==> images/layer_met2.png <==
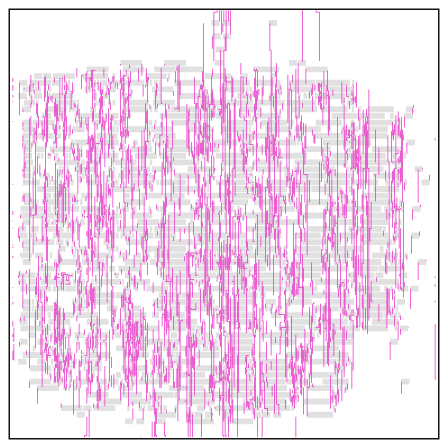
==> images/layer_met1.png <==
Supply wires on this layer in grey.
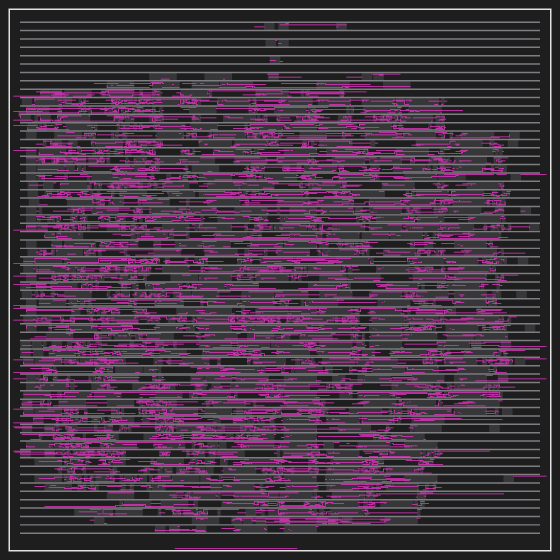
==> images/io_fan.png <==
The bar under the picture is 50 µm long.
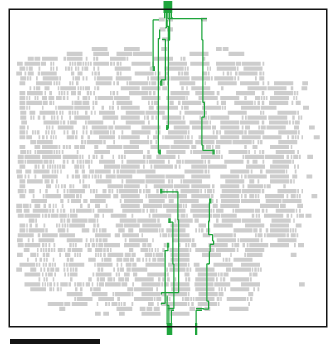
==> images/congestion.png <==
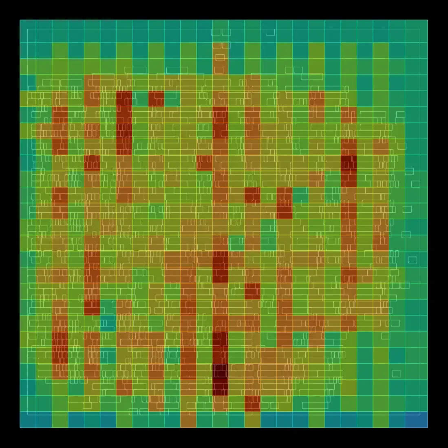
Design fast_corner_collector, sky130hd; sources not shown.
==> run_summary.xml <==
<?xml version="1.0" encoding="UTF-8"?>
<metrics>
  <group name="setup_path">
    <metric name="worst_path_largest_cell_delay" unit="ns">0.68</metric>
    <metric name="worst_ep_required_time" unit="ns">4.61</metric>
    <metric name="worst_path_dominant_cell_family" unit="">buffers and inverters</metric>
    <metric name="timing.critical_path.fanout_max" unit="">54</metric>
    <metric name="path_class" unit="">register to primary output</metric>
    <metric name="crit_path_cell_trace" unit="">inv_2, buf_4, nor2_1, o32ai_1, nor2_1, nor2_1, clkdlybuf4s50_1</metric>
    <metric name="crit_slowest_cell" unit="">sky130_fd_sc_hd__inv_2</metric>
    <metric name="critical_path.most_common_cell" unit="">sky130_fd_sc_hd__nor2_1</metric>
    <metric name="worst-path-stages" unit="">7</metric>
    <metric name="timing.critical_path.arrival" unit="ns">3.27</metric>
    <metric name="critical_path.startpoint_type" unit="">register</metric>
    <metric name="reg2regPathDepth" unit="">16</metric>
    <metric name="timing.critical_path.buf_inv" unit="">3</metric>
    <metric name="critPathCaptureType" unit="">primary output</metric>
    <metric name="timing.reg2reg.setup_slack" unit="ns">2.64</metric>
  </group>
  <group name="synth">
    <metric name="synth-edff-count" unit="">208</metric>
    <metric name="count_of_state_elements_after_synthesis" unit="">295</metric>
    <metric name="synth.lib_cells_used.distinct" unit="">40</metric>
    <metric name="postSynthNetCount" unit="">1267</metric>
    <metric name="syn_avg_cell_area" unit="µm²">10.7</metric>
    <metric name="yosysWarnings" unit="">0</metric>
    <metric name="seq_area_frac_synth" unit="">0.653</metric>
    <metric name="synth.cell_area" unit="µm²">12900</metric>
    <metric name="topCombFamilyByArea" unit="">simple AND/OR/NAND/NOR gates</metric>
    <metric name="post_synth_inst_count" unit="">1206</metric>
    <metric name="synthArstFlopShare" unit="">0.295</metric>
    <metric name="xor_share" unit="">0.0217</metric>
    <metric name="dominantRegCellSynth" unit="">sky130_fd_sc_hd__edfxtp_1</metric>
    <metric name="ys_chip_area" unit="µm²">12900</metric>
    <metric name="synthMuxAreaShare" unit="">0.000873</metric>
    <metric name="fa_ha_area_frac" unit="">0.0223</metric>
    <metric name="ys_cells" unit="">1206</metric>
    <metric name="post_synth_and_or_nand_nor_area_fraction" unit="">0.156</metric>
    <metric name="post_synth_ao_oa_area_fraction" unit="">0.102</metric>
  </group>
  <group name="clock_network">
    <metric name="htree_num_levels" unit="">1</metric>
    <metric name="ctsResizeCount" unit="">0</metric>
    <metric name="cts_made_buffers" unit="">30</metric>
    <metric name="ctsRootBufferMaster" unit="">sky130_fd_sc_hd__clkbuf_16</metric>
    <metric name="cts_hold_buf" unit="">0</metric>
    <metric name="tritoncts" unit="">built</metric>
    <metric name="post-cts-setup-buffer-count" unit="">0</metric>
    <metric name="cts_buffer_depth" unit="">3</metric>
    <metric name="cts.sink_count" unit="">295</metric>
    <metric name="clk-insertion-delay-late" unit="ns">0.55</metric>
    <metric name="cts.clk_slew.worst_paths" unit="ns">0.06</metric>
  </group>
  <group name="drt">
    <metric name="drt_iter0_drc" unit="">681</metric>
    <metric name="drtAntennaViolNets" unit="">0</metric>
    <metric name="route.detailed.vias_per_inst" unit="">5.19</metric>
    <metric name="wire_length_per_cell_after_detailed_routing" unit="µm">16.6</metric>
    <metric name="drc" unit="">0</metric>
    <metric name="drt_pass1_iterations" unit="">7</metric>
  </group>
  <group name="final_layout">
    <metric name="final_util" unit="">0.541</metric>
    <metric name="nets" unit="">1355</metric>
    <metric name="insertedDiodeCount" unit="">0</metric>
    <metric name="finalNonFillerCells" unit="">1695</metric>
    <metric name="layout_top_cells" unit="">sky130_fd_sc_hd__nor2_1, sky130_fd_sc_hd__edfxtp_1, sky130_fd_sc_hd__nand2_1, sky130_fd_sc_hd__o21ai_0, sky130_fd_sc_hd__clkdlybuf4s50_1</metric>
    <metric name="flip_flop_count_of_the_largest_register_all_copies_and_words_added" unit="">208</metric>
    <metric name="areaGrowthSynthToFinish" unit="%">17.5</metric>
    <metric name="lay_top_count" unit="">sky130_fd_sc_hd__nor2_1</metric>
    <metric name="layout.filler_cells" unit="">2398</metric>
    <metric name="drive_gt1_frac" unit="">0.0676</metric>
  </group>
  <group name="timing">
    <metric name="setup-violations-final" unit="">0</metric>
    <metric name="timing.final.hold_violations" unit="">0</metric>
    <metric name="worstMarginPinSlew" unit="ns">1.08</metric>
    <metric name="final.setup.tns" unit="ns">0</metric>
    <metric name="maxSlewHeadroom" unit="">0.280</metric>
    <metric name="clock.fmax" unit="MHz">217</metric>
    <metric name="final_max_slew_viol_count" unit="">0</metric>
    <metric name="min_period_over_period" unit="">0.775</metric>
    <metric name="setup_repair_after_global_routing_missed_its_margin" unit="">no</metric>
    <metric name="fin_crit" unit="ns">4.61</metric>
  </group>
  <group name="floorplan">
    <metric name="die_height" unit="µm">175</metric>
    <metric name="die-area" unit="µm²">30700</metric>
    <metric name="initCoreUtil" unit="">0.461</metric>
    <metric name="die_width" unit="µm">175</metric>
    <metric name="core_area" unit="µm²">28000</metric>
    <metric name="site_rows" unit="">61</metric>
  </group>
  <group name="power_and_ir_drop">
    <metric name="power.switching" unit="µW">2550</metric>
    <metric name="ir_drop" unit="µV">297</metric>
    <metric name="cellInternalPower" unit="µW">4600</metric>
    <metric name="total_power" unit="µW">7150</metric>
    <metric name="seq_power_share" unit="">0.402</metric>
    <metric name="cellPowerDensity" unit="nW/µm²">472</metric>
    <metric name="power.share.clock" unit="">0.246</metric>
    <metric name="leakage" unit="µW">0.00574</metric>
    <metric name="pwr-share-comb" unit="">0.352</metric>
    <metric name="p_sw_frac" unit="">0.356</metric>
  </group>
  <group name="hold_path">
    <metric name="holdPathStages" unit="">2</metric>
    <metric name="min_path_type" unit="">register to register</metric>
  </group>
  <group name="run">
    <metric name="warnings" unit="">36</metric>
    <metric name="cap_violations" unit="">0</metric>
  </group>
  <group name="global_routing">
    <metric name="grt_antenna_before_repair" unit="">0</metric>
    <metric name="first_pass_grt_wire_length" unit="µm">45400</metric>
    <metric name="residual_overflow_from_global_routing" unit="">0</metric>
    <metric name="via_count_of_the_first_global_routing_pass" unit="">8564</metric>
    <metric name="largest_net_degree_at_the_start_of_global_routing" unit="">107</metric>
  </group>
  <group name="status">
    <metric name="outcome" unit="">finished clean</metric>
  </group>
  <group name="placed_design">
    <metric name="placed_cells" unit="">1640</metric>
    <metric name="final_estimated_routing_congestion_in_global_placement" unit="">0.760</metric>
    <metric name="post-dp-hpwl" unit="µm">17200</metric>
  </group>
</metrics>
Back to the opening pictures, layer_met2.png:
nets with wire on the layer: 1023
wire length on this layer: 12800 µm
main direction: vertical
share of all routed wire: 46%
wire length reported by the detailed router: 28100 µm
vias: 8799
global routing usage on met2: 0.287

Back to the opening pictures, layer_met1.png:
main direction: horizontal
share of all routed wire: 47%
nets with wire on the layer: 1228
global routing usage on met1: 0.270

Back to the opening pictures, io_fan.png:
| colour | port | bits | direction | edge | end cells | buffers | wire |
|---|---|---|---|---|---|---|---|
| green | `corner_x` | 9 | output | 5 top, 4 bottom | 9 | 9 | 625 µm |
Top-Level Pins: 96
buffers added on ports: 95

Back to the opening pictures, congestion.png:
All-Layer GR Usage: 0.183
met3 usage: 0.0253

## synth_stat cells (all sizes together), types with 8 or more instances
cell | number | share of area
o32ai | 52 | 0.035
xor2 | 21 | 0.014
nand3 | 25 | 0.011
dfrtp | 87 | 0.17
nor3 | 11 | 0.0051
edfxtp | 208 | 0.48
nand2 | 183 | 0.054
xnor2 | 11 | 0.0075
clkbuf | 34 | 0.010
buf | 24 | 0.011
inv | 78 | 0.023
o21ai | 134 | 0.052
ha | 23 | 0.022
nand4 | 8 | 0.0039
a21oi | 24 | 0.010
nor2 | 272 | 0.080
## layout make-up
cell class	count	area, µm²	share of cell area
Sequential cell	295	8430	0.556
Multi-Input combinational cell	774	3950	0.260
Timing Repair Buffer	114	1090	0.0720
Clock buffer	38	781	0.0515
Tap cell	378	473	0.0312
Inverter	79	297	0.0196
Clock inverter	17	144	0.00949
## power groups by stage
stage          Combinational [µW]  Sequential, µW  Clock (µW)
3_3_place_gp                 2480            2900           0
3_5_place_dp                 2540            2910           0
5_1_grt                      2840            2920        1880
6_report                     2520            2870        1760
2_1_floorplan                1660            2770           0
4_1_cts                      2560            2870        1800
## metal layers
metal  track usage  up-vias  share of wire
li1              -     4320              -
met5             0        -              0
met1         0.270     4182           0.47
met3        0.0253       45          0.053
met4        0.0512        0          0.023
met2         0.287      252           0.46
## metrics by stage
| stage | hold WS [ns] | worst slack (ns) | instance area [µm²] |
|---|---|---|---|
| floorplan | 0.303 | 1.18 | 12900 |
| global placement | 0.334 | 1.43 | 14200 |
| detailed placement | 0.337 | 1.26 | 14200 |
| CTS | 0.353 | 1.26 | 15200 |
| global route | 0.376 | 1.05 | 15200 |
| finish | 0.349 | 1.34 | 15200 |
No activity file was given, so power comes from the tool's default toggle rates.
